===== src/rtl/uart_tx_ctrl.sv =====
// UART transmitter: valid/ready frame handshake, LSB-first serialisation, registered line output.
// Optional even-parity bit after the payload when UART_TX_PARITY_EN is defined.
module uart_tx_ctrl #(
    parameter int unsigned CLKS_PER_BIT = 16,
    parameter int unsigned DATA_WIDTH   = 8
) (
    input  logic                  clk,
    input  logic                  rst_n,
    input  logic [DATA_WIDTH-1:0] tx_data,
    input  logic                  tx_valid,
    output logic                  tx_ready,
    output logic                  tx,
    output logic                  busy,
    output logic                  tx_done
);

    localparam int unsigned BaudW = $clog2(CLKS_PER_BIT);
    localparam int unsigned BitW  = $clog2(DATA_WIDTH);

    localparam logic [BaudW-1:0] BaudMax = BaudW'(CLKS_PER_BIT - 1);
    localparam logic [BitW-1:0]  BitMax  = BitW'(DATA_WIDTH - 1);

    localparam logic [2:0] StIdle   = 3'd0;
    localparam logic [2:0] StStart  = 3'd1;
    localparam logic [2:0] StData   = 3'd2;
`ifdef UART_TX_PARITY_EN
    localparam logic [2:0] StParity = 3'd3;
`endif
    localparam logic [2:0] StStop   = 3'd4;

    logic [2:0]            state_q, state_d;
    logic [BaudW-1:0]      baud_q, baud_d;
    logic [BitW-1:0]       bit_q, bit_d;
    logic [DATA_WIDTH-1:0] data_q, data_d;
    logic                  tx_q, tx_d;
    logic                  done_q, done_d;
    logic                  baud_wrap;

    assign baud_wrap = (baud_q == BaudMax);

    always_comb begin
        state_d = state_q;
        baud_d  = baud_q;
        bit_d   = bit_q;
        data_d  = data_q;
        done_d  = 1'b0;

        if (state_q != StIdle) begin
            baud_d = baud_wrap ? '0 : baud_q + 1'b1;
        end

        case (state_q)
            StIdle: begin
                if (tx_valid) begin
                    state_d = StStart;
                    baud_d  = '0;
                    bit_d   = '0;
                    data_d  = tx_data;
                end
            end
            StStart: begin
                if (baud_wrap) state_d = StData;
            end
            StData: begin
                if (baud_wrap) begin
                    if (bit_q == BitMax) begin
                        bit_d = '0;
`ifdef UART_TX_PARITY_EN
                        state_d = StParity;
`else
                        state_d = StStop;
`endif
                    end else begin
                        bit_d = bit_q + 1'b1;
                    end
                end
            end
`ifdef UART_TX_PARITY_EN
            StParity: begin
                if (baud_wrap) state_d = StStop;
            end
`endif
            StStop: begin
                if (baud_wrap) begin
                    state_d = StIdle;
                    done_d  = 1'b1;
                end
            end
            default: state_d = StIdle;
        endcase
    end

    // Line level follows the next state so tx changes on the same edge as the bit boundary.
    always_comb begin
        tx_d = 1'b1;
        case (state_d)
            StStart:  tx_d = 1'b0;
            StData:   tx_d = data_d[bit_d];
`ifdef UART_TX_PARITY_EN
            StParity: tx_d = ^data_d;
`endif
            default:  tx_d = 1'b1;
        endcase
    end

    always_ff @(posedge clk or negedge rst_n) begin
        if (!rst_n) begin
            state_q <= StIdle;
            baud_q  <= '0;
            bit_q   <= '0;
            data_q  <= '0;
            tx_q    <= 1'b1;
            done_q  <= 1'b0;
        end else begin
            state_q <= state_d;
            baud_q  <= baud_d;
            bit_q   <= bit_d;
            data_q  <= data_d;
            tx_q    <= tx_d;
            done_q  <= done_d;
        end
    end

    assign tx       = tx_q;
    assign tx_done  = done_q;
    assign tx_ready = (state_q == StIdle);
    assign busy     = (state_q != StIdle);

endmodule


===== config.mk =====
export PLATFORM = sky130hd
export DESIGN_NAME = uart_tx_ctrl
export DESIGN_NICKNAME = d
export VERILOG_FILES = /design/src/rtl/uart_tx_ctrl.sv
export SDC_FILE = /design/constraint.sdc
export NUM_CORES = 1
export LEC_CHECK = 0
export ABC_AREA = 1
export CAP_MARGIN = 5
export CORE_AREA = 2 2 49 51
export CTS_CLUSTER_SIZE = 10
export DETAILED_ROUTE_END_ITERATION = 12
export DIE_AREA = 0 0 51 53
export HOLD_SLACK_MARGIN = 0.02
export PLACE_DENSITY_LB_ADDON = 0.12
export SETUP_SLACK_MARGIN = 0.1
export SYNTH_ARGS = -nofsm -noshare
export SYNTH_HDL_FRONTEND = slang
export SYNTH_SLANG_ARGS = --single-unit

===== constraint.sdc =====
create_clock -name clk -period 2 [get_ports clk]
set_input_delay 0.4 -clock clk [delete_from_list [all_inputs] [get_ports clk]]
set_output_delay 0.4 -clock clk [all_outputs]
set_load 0.05 [all_outputs]

==> flow_summary.ini <==
; yosys + openroad results
[run_status]
status = finished clean

[synth]
yosys-stat-area_um2 = 1110
ys.flops = 20
ys_seq_share_pct = 45.1
ys_warn_count = 0
floorplan.nets = 151
synth_top_cell_by_count = inv_1
area_leaders = dfrtp_1 43%, inv_1 10%, nand2_1 9.4%

[global_routing]
grt_pass1_wl_um = 3860
grt_pass1_vias = 881

[setup_path]
crit_family = buffers and inverters
crit_fanout = 1
cpPeakStageDelay_ns = 0.79
worstPathArrival_ns = 1.42

[power]
finalPower_mw = 1.43
swShare_pct = 40.6
seqPwrFrac_pct = 42.0
clock_power_share_pct = 14.1

[sta]
report.final.slew_viol_count = 0
finalCritPeriodShare_pct = 90.8
fmax_mhz = 551

[place]
place.port_buffers = 14
pre_cts_slack_ns = 0.0742
placed_cells = 180

[route]
avgViaCountPerCell = 5.06

[final_layout]
antennaDiodeCount = 0
final_area_um2 = 1340

[job]
warning_count = 26
max-cap-violations = 0

[clocking]
clock_latency_ns = 0.30
clockBufferDepth = 2

[floorplan]
chipArea_um2 = 2700
-- cell usage in the layout, fill, tap and decap left out --
cell,Yosys,final
nand3_1,15,15
nand3b_1,1,1
nor2_4,2,2
nand4_1,5,5
buf_4,0,3
clkdlybuf4s50_1,0,11
nand3_2,2,2
nand2_2,4,5
or2_1,1,1
o21ai_0,5,5
o21ai_2,3,3
clkbuf_4,0,3
nand2_4,1,1
nand3_4,1,1
o211ai_1,1,1
nand2_1,28,27
dfrtp_1,19,19
inv_1,30,30
nor3_1,1,1
o21ai_1,4,4
o21a_1,1,1
nor2_2,1,1
o22ai_1,1,1
a21oi_1,1,1
nor2_1,2,2
clkbuf_1,0,1
inv_2,3,3
dfstp_2,1,1
buf_12,0,2
ha_1,3,3
-- worst max path at each step --
stage / from / endpoint / slack [ns] / cells past startpoint
floorplan: state_q[0]$_DFF_PN0_ / tx_ready / 0.14 / 3
global placement: tx_valid / tx$_DFF_PN1_ / 0.12 / 10
global route: state_q[0]$_DFF_PN0_ / tx_ready / 0.11 / 4
detailed placement: tx_valid / tx$_DFF_PN1_ / 0.07 / 10
finish: tx_done$_DFF_PN0_ / tx_done / 0.18 / 1
CTS: tx_done$_DFF_PN0_ / tx_done / 0.17 / 1
-- what timing repair did --
item | 4_1_cts | 5_1_grt
gates resized | 1 | 0
setup endpoints to repair | 1 | 0
setup buffers | 0 | 0
-- registers in the layout, summed over array words and instances, names as in the netlist --
name     count
baud_q       4
bit_q        3
data_q       8
state_q      3
tx           1
tx_done      1
-- cells by family (layout without fill, tap and decap cells) --
logic type,count (synthesis),count (layout),synth area share [%]
fa+ha+maj,3,3,3.37
buf+inv,34,53,12.1
flops,20,20,45.1
compound gates,16,16,8.77
simple gates,64,64,30.6
-- metal layers --
layer	part of all wire (%)	routed length (um)
met1	43	911
met2	51	1100
met3	3.5	74
met4	2.3	49
met5	0	0
-- final cells by class --
| class | instances | area [um2] | area share, % |
|---|---|---|---|
| clock buffer | 4 | 26.3 | 1.96 |
| sequential | 20 | 502 | 37.5 |
| tap | 28 | 35.0 | 2.62 |
| timing repair buffer | 16 | 173 | 12.9 |
| multi-input combinational | 83 | 478 | 35.7 |
| inverter | 33 | 124 | 9.26 |
-- power by group through the flow --
stage / Sequential [mW] / Clock [mW] / Combinational, mW
floorplan: 0.623 / 0 / 0.405
global placement: 0.600 / 0 / 0.605
detailed placement: 0.609 / 0 / 0.627
CTS: 0.600 / 0.212 / 0.634
global route: 0.614 / 0.224 / 0.704
finish: 0.600 / 0.201 / 0.627
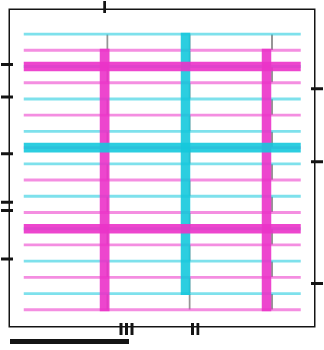
pdn.png
Scale bar: 20 um. Pins as bars on the die edge. Tap cells in gray.
- VDD: cyan
- VSS: magenta
- met1 rails: 18
- met5 straps: 3
- signal pins: 15
- met4 straps: 3
height of the die: 53 um
CORE AREA: 2150 um2
Chip Width: 51 um
maximum vdd ir drop: 0.585 mV

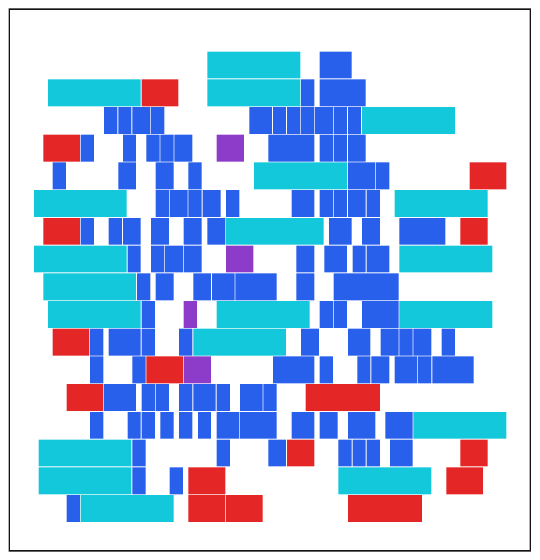
cell_classes.png
- clock drivers and dummy loads: purple (cells 4)
- flip-flops: cyan (cells 20)
- other buffers and delay cells: red (cells 16)
- all other logic: blue (cells 116)

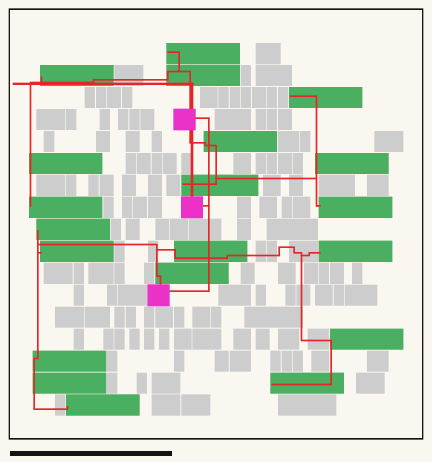
clock_map.png
Scale bar: 20 um.
- cells driving clock nets: magenta (count 3)
- clock wires: red (length 265 um)
- flip-flops: green (count 20)
- flops lie: spread over the die
- routed clock nets: 4

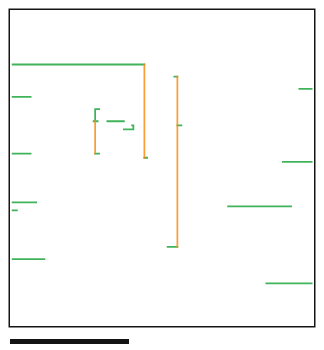
metal_stack.png
Scale bar: 20 um. Two of the layers only.
- met4: orange (wire length 49.6 um)
- met3: green (wire length 74.7 um)
Overall Global Routing Usage: 19.7%
routed vias: 931
WL/cell: 11.6 um
total length of routed wires: 2130 um

Power and IR drop assume default switching activity.
